### Wiring by layer, run 1

Bar = 50 µm. Only two layers are drawn.
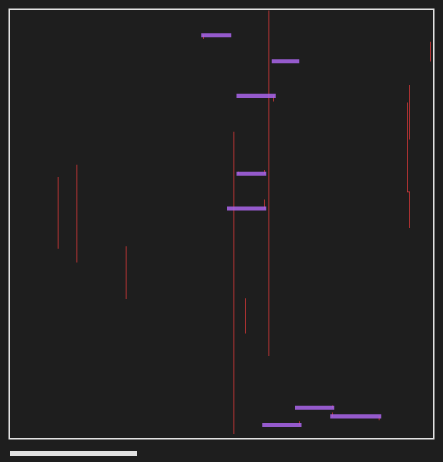
### Gate-type map, run 1

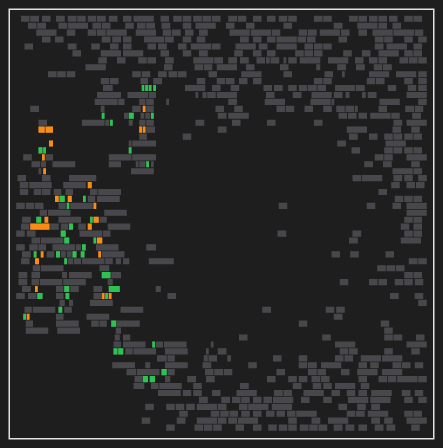
### Placement by cell class, run 1

Bar = 50 µm.
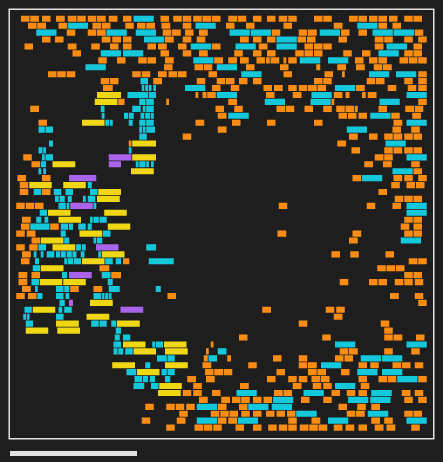
### Sequential cells colored by netlist name, run 1

Bar = 50 µm. Other sequential cells in the stronger gray, the rest of the logic in the fainter gray.
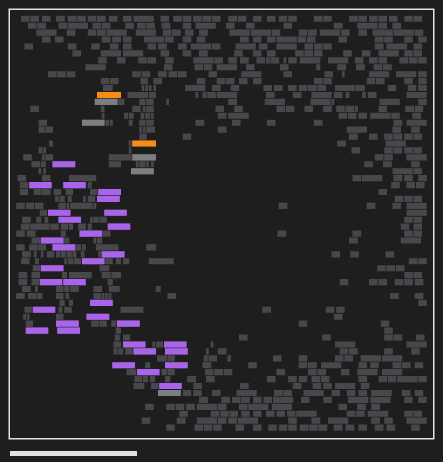
File: src/rtl/rdma_stream_arbiter.sv
// -----------------------------------------------------------------------------
// rdma_stream_arbiter
//   Packet-granular round-robin arbiter that shares the single AXI-Stream input
//   of the RDMA parser between NUM_PORTS upstream sources. The grant is locked
//   from the first beat of a packet until its tlast handshake, so packets from
//   different sources are never interleaved.
//
// Ports
//   clk, rst        clock, asynchronous active-high reset
//   i_port_en       per-source enable mask (sampled only while arbitrating)
//   i_s_data/keep   packed source data / byte enables, port i at slice i
//   i_s_valid/last  per-source valid / end-of-packet
//   o_s_ready       per-source ready (only the locked source can be ready)
//   o_m_*           stream towards the parser (combinational mux, no buffering)
//   i_m_ready       parser ready
//   o_grant_id      index of the locked source
//   o_busy          high while a packet is locked
//   o_pkt_done      one-cycle pulse after each forwarded last beat
//   o_pkt_count     free-running count of forwarded packets (wraps)
// -----------------------------------------------------------------------------
module rdma_stream_arbiter #(
    parameter int NUM_PORTS = 4,
    parameter int DATA_W    = 64,
    parameter int KEEP_W    = 8,
    parameter int ID_W      = 2
) (
    input  logic                        clk,
    input  logic                        rst,
    input  logic [NUM_PORTS-1:0]        i_port_en,
    input  logic [NUM_PORTS*DATA_W-1:0] i_s_data,
    input  logic [NUM_PORTS*KEEP_W-1:0] i_s_keep,
    input  logic [NUM_PORTS-1:0]        i_s_valid,
    input  logic [NUM_PORTS-1:0]        i_s_last,
    output logic [NUM_PORTS-1:0]        o_s_ready,
    output logic [DATA_W-1:0]           o_m_data,
    output logic [KEEP_W-1:0]           o_m_keep,
    output logic                        o_m_valid,
    output logic                        o_m_last,
    input  logic                        i_m_ready,
    output logic [ID_W-1:0]             o_grant_id,
    output logic                        o_busy,
    output logic                        o_pkt_done,
    output logic [31:0]                 o_pkt_count
);

    // One-hot state encoding
    typedef enum logic [1:0] {
        ST_IDLE = 2'b01,
        ST_LOCK = 2'b10
    } state_t;

    state_t            r_state;
    logic [ID_W-1:0]   r_grant_id;
    logic [ID_W-1:0]   r_rr_ptr;
    logic              r_busy;
    logic              r_pkt_done;
    logic [31:0]       r_pkt_count;

    logic [NUM_PORTS-1:0] w_req;
    logic                 w_any_req;
    logic [ID_W-1:0]      w_winner;
    logic [ID_W-1:0]      w_idx;
    logic                 w_locked;
    logic                 w_last_hs;

    logic [DATA_W-1:0] w_data [NUM_PORTS];
    logic [KEEP_W-1:0] w_keep [NUM_PORTS];

    genvar g;
    generate
        for (g = 0; g < NUM_PORTS; g++) begin : g_unpack
            assign w_data[g] = i_s_data[g*DATA_W +: DATA_W];
            assign w_keep[g] = i_s_keep[g*KEEP_W +: KEEP_W];
        end
    endgenerate

    assign w_req     = i_s_valid & i_port_en;
    assign w_locked  = (r_state == ST_LOCK);
    assign w_last_hs = w_locked & i_s_valid[r_grant_id] & i_s_last[r_grant_id] & i_m_ready;

    // Round-robin winner search starting just after the last granted port.
    // Scanning from the farthest offset down leaves the nearest requester as winner.
    always_comb begin
        w_any_req = 1'b0;
        w_winner  = '0;
        w_idx     = '0;
        for (int k = NUM_PORTS; k >= 1; k--) begin
            w_idx = ID_W'((int'(r_rr_ptr) + k) % NUM_PORTS);
            if (w_req[w_idx]) begin
                w_any_req = 1'b1;
                w_winner  = w_idx;
            end else begin
                w_winner  = w_winner;
            end
        end
    end

    // Zero-latency datapath mux; handshake signals are forced low outside LOCK
    // and while reset is asserted.
    always_comb begin
        o_m_data  = w_data[r_grant_id];
        o_m_keep  = w_keep[r_grant_id];
        o_m_last  = 1'b0;
        o_m_valid = 1'b0;
        o_s_ready = '0;
        if (w_locked && !rst) begin
            o_m_last              = i_s_last[r_grant_id];
            o_m_valid             = i_s_valid[r_grant_id];
            o_s_ready[r_grant_id] = i_m_ready;
        end else begin
            o_m_last  = 1'b0;
            o_m_valid = 1'b0;
            o_s_ready = '0;
        end
    end

    // Arbitration FSM with its registered status outputs
    always_ff @(posedge clk or posedge rst) begin
        if (rst) begin
            r_state     <= ST_IDLE;
            r_grant_id  <= '0;
            r_rr_ptr    <= ID_W'(NUM_PORTS - 1);
            r_busy      <= 1'b0;
            r_pkt_done  <= 1'b0;
            r_pkt_count <= 32'd0;
        end else begin
            r_pkt_done <= 1'b0;
            case (r_state)
                ST_IDLE: begin
                    if (w_any_req) begin
                        r_state    <= ST_LOCK;
                        r_grant_id <= w_winner;
                        r_rr_ptr   <= w_winner;
                        r_busy     <= 1'b1;
                    end
                end
                ST_LOCK: begin
                    // The grant is held through source stalls until the last beat.
                    if (w_last_hs) begin
                        r_state     <= ST_IDLE;
                        r_busy      <= 1'b0;
                        r_pkt_done  <= 1'b1;
                        r_pkt_count <= r_pkt_count + 32'd1;
                    end
                end
                default: begin
                    r_state <= ST_IDLE;
                    r_busy  <= 1'b0;
                end
            endcase
        end
    end

    assign o_grant_id  = r_grant_id;
    assign o_busy      = r_busy;
    assign o_pkt_done  = r_pkt_done;
    assign o_pkt_count = r_pkt_count;

endmodule
File: config.mk
export PLATFORM = sky130hd
export DESIGN_NAME = rdma_stream_arbiter
export DESIGN_NICKNAME = d
export VERILOG_FILES = /design/src/rtl/rdma_stream_arbiter.sv
export SDC_FILE = /design/constraint.sdc
export NUM_CORES = 1
export LEC_CHECK = 0
export CAP_MARGIN = 20
export CORE_AREA = 2 2 164 166
export CTS_CLUSTER_DIAMETER = 120
export DETAILED_ROUTE_END_ITERATION = 12
export DIE_AREA = 0 0 166 168
export GPL_TIMING_DRIVEN = 0
export SYNTH_ARGS = -nofsm -noshare
export SYNTH_HDL_FRONTEND = slang
export SYNTH_SLANG_ARGS = --single-unit
File: constraint.sdc
create_clock -name clk -period 4.3 [get_ports clk]
set_input_delay 0.43 -clock clk [delete_from_list [all_inputs] [get_ports clk]]
set_output_delay 0.43 -clock clk [all_outputs]
set_load 0.005 [all_outputs]
==> GITHUB_STEP_SUMMARY, run 1 <==
### Yosys + OpenROAD results

| Metric | Value |
|---|---|
| Outcome | `finished clean` |
| Inverter count | `3` |
| RSZ-0062 raised after global routing | `false` |
| Pint | `0.00211 W` |
| CP cell instances | `buf_6 > clkbuf_1 > buf_1 > mux4_2 > clkdlybuf4s50_1` |
| Die ar. | `about 28,000 µm²` |
| Flop-to-flop setup slack | `2240 ps` |
| Max Slew Vio Count | `0` |
| Final min period | `~3200 ps` |
| Area delta synth->final | `129%` |
| Post-place setup slack | `around 1400 ps` |
| Skew final | `6.03 ps` |
| Register area | `about 1000 µm²` |
| Worst setup SP type | `flip-flop` |
| Area share, top type | `0.443` |
| Post-CTS resize count | `0` |
| Syn nets | `579` |
| H-Tree Depth | `2` |
| #FFs+latches synth | `39` |
| Worst-skew pair later-pin latency | `290 ps` |
| Sinks on Clock Net | `39` |
| YS chip area | `3710 µm²` |
| Ys Warns | `0` |
| Final worst slack | `roughly 1100 ps` |
| Critical Path Sink Type | `output port` |
| Wl on met1 | `roughly 11 mm` |
| Hold Crit Start | `o_pkt_count[31]` |
| # clk buffers | `6` |
| Required @ worst endpoint | `~3900 ps` |
| Signal buffers | `437` |
| Logic area | `between 2000 and 3000 µm²` |
| Mean post-synth cell area | `13.5 µm²` |
| Hold Crit Endpoint | `o_pkt_count[31]` |
| Largest class | `non-clock buffers` |
| Net Sw Power | `between 0.001 and 0.0015 W` |
| Met2 global-route usage | `0.296` |
| GRT overflow | `0` |
| Post-synth seq share | `0.264` |
| Asr flop ratio synth | `1.00` |
| Yosys top cell by area | `mux4_2` |
| Max-capacitance violation count | `0` |
| Final Cycle Share | `0.743` |
| Cells in synth_stat.txt | `275` |
| Primary FF master, synth | `dfrtp_1` |
| Floorplan die width | `166 µm` |
| Final core occ | `0.323` |
| Logic pwr share | `0.712` |
| Worst Path Buf+Inv | `4` |
| Worst hold path depth | `1` |
| CTS tree | `done` |
| DR iter-0 viols | `around 250` |
| Routed Antenna Nets | `0` |
| Stages on the worst setup path | `5` |
| CP delay by family, top | `buffers and inverters` |
| Tightest Pin Transition | `just under 900 ps` |
| CP peak stage delay | `roughly 570 ps` |
| #MultiIn Comb | `212` |
| Maximum vdd drop | `0.161 mV` |
| Most frequent cell after synthesis | `mux4_2` |
| Ant. Diodes | `9` |
| FF-to-FF Start | `o_grant_id[0]` |
| Leak | `3.15 nW` |
| Most used routing layer | `met2` |
| Number of setup buffers added after CTS | `0` |
| Post-Syn Area | `~3700 µm²` |
| Met2 WL | `12.7 mm` |
| Met3 GRT Util | `0.0651` |
| Die Ht | `between 150 and 200 µm` |
| Clk buf depth | `2` |
| CP Capture Point | `o_m_data[23]` |
| Largest net degree at the start of global routing | `41` |
| Num rows | `60` |
Notes on 'Wiring by layer' above:
color	layer	wire length
purple	M5	103 µm
red	M4	446 µm
DRT Wirelength: 26.2 mm
Via Count: 4,544
GRT Overall Usage: 0.180
wire per inst: 25.0 µm

Notes on 'Gate-type map' above:
color	family	cells
green	nand cells	42
orange	nor cells	24

Notes on 'Placement by cell class' above:
color	class	cells	share of their area
purple	clock drivers and dummy loads	8	2.2%
cyan	remaining logic cells	215	32%
yellow	registers	39	12%
orange	remaining buffers and delay cells	437	53%

Notes on 'Sequential cells colored by netlist name' above:
color	netlist name	sequential cells
orange	r_rr_ptr	2
purple	o_pkt_count	32

-- run 1: power by group through the flow --
| stage | Clock [W] | Sequential [W] | Combinational (W) |
|---|---|---|---|
| floorplan | 0 | 0.000473 | 0.00101 |
| global placement | 0 | 0.000495 | 0.00229 |
| detailed placement | 0 | 0.000496 | 0.00228 |
| CTS | 0.000445 | 0.000490 | 0.00231 |
| global route | 0.000460 | 0.000498 | 0.00240 |
| finish | 0.000435 | 0.000487 | 0.00227 |
-- run 1: through the flow --
stage	instance area [µm²]	hold slack (ps)	total power (W)	std cells
detailed placement	8300	463	0.00278	1032
global route	8480	499	0.00336	1043
global placement	8300	464	0.00279	1032
CTS	8480	478	0.00324	1040
floorplan	3710	465	0.00149	275
finish	8500	474	0.00320	1049
-- run 1: cells in the final DEF (no fill, tap or decap), types with 5 or more instances in the layout --
master	synthesis	routed
clkdlybuf4s50_1	0	416
mux4_2	73	73
dfrtp_1	36	36
nand2_1	19	19
xor2_1	18	18
xnor2_1	13	13
nor2_1	12	12
nand4_1	11	11
diode_2	0	9
nand3_1	9	9
and3_1	8	8
and2_1	7	7
nor3_1	7	7
clkbuf_1	7	7
buf_2	7	7
o21ai_0	5	5
clkbuf_16	0	5
-- run 1: cell families (layout without fill, tap and decap cells) --
| kind of cell | Yosys count | count (layout) | share of synthesized area |
|---|---|---|---|
| muxes | 77 | 77 | 0.454 |
| buffers and inverters | 24 | 448 | 0.0347 |
| DFF | 39 | 39 | 0.264 |
| xor gates and xnor gates | 31 | 31 | 0.0732 |
| adders and majority gates | 1 | 1 | 0.00337 |
| AOI/OAI and AO/OA | 16 | 16 | 0.0371 |
| and+or+nand+nor | 87 | 87 | 0.134 |
| other | 0 | 9 | 0 |
### Routing congestion map, run 1

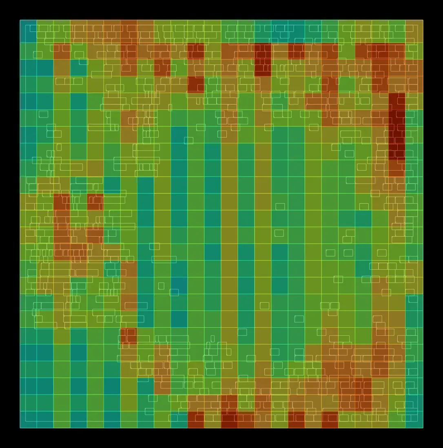

==> run 2, diff against run 1 <==
clock period = 2.55 ns   (was 4.3 ns; I/O delays follow)
### Routing congestion map, run 2

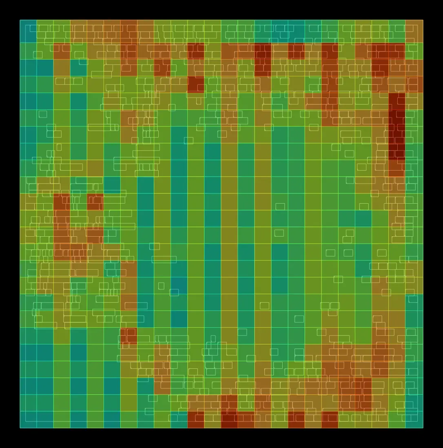
met1 Resource Use GR: 0.225
most used routing layer: met2

### Gate-type map, run 2

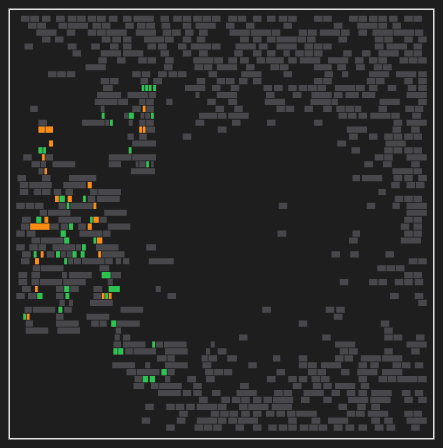
color	family	cells
orange	nor cells	24
green	nand cells	42
logic share of the area: 0.303
most frequent logic cell in the layout: clkdlybuf4s50_1
fin cells: 1,048

==> GITHUB_STEP_SUMMARY, run 2 <==
### Yosys + OpenROAD results

| Metric | Value |
|---|---|
| Outcome | `finished clean` |
| Final worst slack | `96.9 ps (-1010 ps)` |
| Sw frac | `0.333` |
| Top Layout Cells | `clkdlybuf4s50_1, mux4_2, dfrtp_1` |
| Hold Buf Count CTS | `0` |
| Vias/cell | `4.36` |
| Number of setup buffers added after CTS | `0 (unchanged)` |
| Critical-path maximum fanout | `10` |
| CP peak stage delay | `540 ps (-30 ps)` |
| Root Buffer | `clkbuf_16` |
| DRT Wirelength | `26.2 mm (-0.22%)` |
| Post-Syn Area | `3710 µm² (unchanged)` |
| Num rows | `60 (unchanged)` |
| Floorplan die width | `166 µm (unchanged)` |
| Met3 GRT Util | `0.0651 (unchanged)` |
| Routed Antenna Nets | `0 (unchanged)` |
| Max Slew Vio Count | `0 (unchanged)` |
| Sinks on Clock Net | `39 (unchanged)` |
| Final Cycle Share | `0.962` |
| Ports | `417` |
| Initial antenna violation count | `16` |
| Layout net count | `1,002` |
| Length in cells of the worst reg-to-reg path | `7` |
| Net Sw Power | `0.00184 W (+70%)` |
| Worst path arrival time | `2200 ps` |
| Worst Path Buf+Inv | `4 (unchanged)` |
| GRT Overall Usage | `0.179 (about the same)` |
| Fp util | `0.141` |
| Required @ worst endpoint | `2300 ps (-1570 ps)` |
| Yosys top cell by area | `mux4_2` |
| Post-route cell area | `8600 µm² (+1.1%)` |
| Critical path type | `flip-flop to output port` |
| GRT overflow | `0 (unchanged)` |
| Top cells by area, synth | `mux4_2, dfrtp_1, xor2_1` |
| Clk buf depth | `2 (unchanged)` |
| Core box area | `26,400 µm²` |
| Yosys cell types | `~43` |
| Number of global-route vias before repair | `between 4,000 and 5,000` |
| Worst-skew pair later-pin latency | `290 ps (about the same)` |
| Max-capacitance violation count | `0 (unchanged)` |
| #FFs+latches synth | `39 (unchanged)` |
| Hold WS | `394 ps (-80.6 ps)` |
| Leak | `3.21 nW (+2.0%)` |
| Final hold viol count | `0` |
| Share of layout cells above drive strength 1 | `0.165` |
| CP cell instances | `buf_6 > buf_12 > buf_8 > mux4_2 > clkdlybuf4s50_1` |
| EDFF count, synth | `0` |
| Worst setup SP type | `flip-flop` |
| Ys Warns | `0 (unchanged)` |
| Power Density | `642 nW/µm²` |
| Asr flop ratio synth | `1.00 (unchanged)` |
| FF-to-FF Start | `o_grant_id[0]` |
| Primary FF master, synth | `dfrtp_1` |
| Final count of negative-setup-slack endpoints | `0` |
| CTS buffer count | `5` |
| Met2 global-route usage | `0.295 (-0.00144)` |
| Syn nets | `579 (unchanged)` |
| Via Count | `4,572 (+0.62%)` |
| Area of placed instances | `8300 µm² (unchanged)` |
| Skew final | `6.04 ps (+0.0112 ps)` |
| Most frequent cell after synthesis | `mux4_2` |
| Max reg flops | `32` |
| Mean post-synth cell area | `13.5 µm² (unchanged)` |
| Syn Inst Count | `275` |
| Final Total Pwr | `0.00552 W (+73%)` |
| Area share, top type | `0.443 (unchanged)` |
| Met3 routed WL | `2.47 mm` |
| Met2 WL | `12.6 mm (-0.65%)` |
| DR iter-0 viols | `269 (+8.9%)` |
| Detailed placer's ending HPWL | `22.9 mm` |
| Final min period | `2450 ps` |
| Logic pwr share | `0.717 (+0.005)` |
| Die Ht | `168 µm (unchanged)` |
| CTS tree | `done` |
| RSZ-0062 raised after global routing | `false` |
| Maximum vdd drop | `0.277 mV (+72%)` |
| Tool warnings | `26` |
| Top Layer Used | `met5` |
| Wl on met1 | `10.4 mm (-0.99%)` |
| Cells in synth_stat.txt | `275 (unchanged)` |
| DRC | `0` |
| Flop-to-flop setup slack | `500 ps (-1740 ps)` |
| Pint | `0.00368 W (+74%)` |
| Port bufs | `416` |
| Final core occ | `0.326 (+0.00370)` |
| Tightest Pin Transition | `520 ps (-372 ps)` |
| Post-synth seq share | `0.264 (unchanged)` |
| Area delta synth->final | `132%` |
| Wire per inst | `25.0 µm (-0.13%)` |
| H-Tree Depth | `2 (unchanged)` |
| Critical Path Sink Type | `output port` |
| YS chip area | `3710 µm² (unchanged)` |
| Post-place setup slack | `-195 ps (-1570 ps)` |
| Clock share of power | `0.133` |
| CP delay by family, top | `buffers and inverters` |
| Slew headroom | `0.654` |
| Worst Hold Class | `input port to asynchronous set/reset pin` |
| GPL Wtd Cong | `0.860` |
| Die ar. | `27,900 µm² (unchanged)` |
| Largest net degree at the start of global routing | `41 (unchanged)` |
## run 2: cell families after synthesis
family / count (synthesis) / synth area share
adders and majority gates: 1 / 0.00337
muxes: 77 / 0.454
and+or+nand+nor: 87 / 0.134
xor gates and xnor gates: 31 / 0.0732
buffers and inverters: 24 / 0.0347
DFF: 39 / 0.264
AOI/OAI and AO/OA: 16 / 0.0371
## run 2: metrics by stage
stage	setup TNS (ps)	instances
2_1_floorplan	0	275
3_3_place_gp	-3980	1032
3_5_place_dp	-4560	1032
4_1_cts	0	1040
6_report	0	1048
5_1_grt	0	1043
## run 2: worst max-delay path by stage
stage                   from             end  slack [ps]  depth (start not counted)
3_3_place_gp             rst        o_m_last        -460                          4
2_1_floorplan  o_grant_id[0]  o_pkt_count[3]         660                          7
6_report       o_grant_id[0]    o_m_data[31]         100                          5
5_1_grt        o_grant_id[0]    o_m_data[40]           1                          5
4_1_cts        o_grant_id[1]    o_m_data[59]           1                          5
3_5_place_dp   o_grant_id[1]    o_m_data[23]        -190                          5
## run 2: power groups by stage
stage	clock [W]	combinational, W	sequential (W)
3_5_place_dp	0	0.00385	0.000837
5_1_grt	0.000775	0.00417	0.000843
6_report	0.000734	0.00396	0.000824
4_1_cts	0.000751	0.00397	0.000826
2_1_floorplan	0	0.00171	0.000797
3_3_place_gp	0	0.00387	0.000835
## run 2: repair_timing
item / 4_1_cts / 5_1_grt
gates resized: 33 / 18
cloned: 0 / 0
setup endpoints to repair: 65 / 48
## run 2: layout make-up
cell class                 instances  area [µm²]
antenna                            8        20.0
buffer                            21         221
clock buffer                       6         139
clock inverter                     2        35.0
fill                            2610       17800
inverter                           3        13.8
multi-input combinational        212        2600
sequential                        39         981
tap                              341         427
timing repair buffer             416        4160
No activity file was given, so power comes from the tool's default toggle rates.
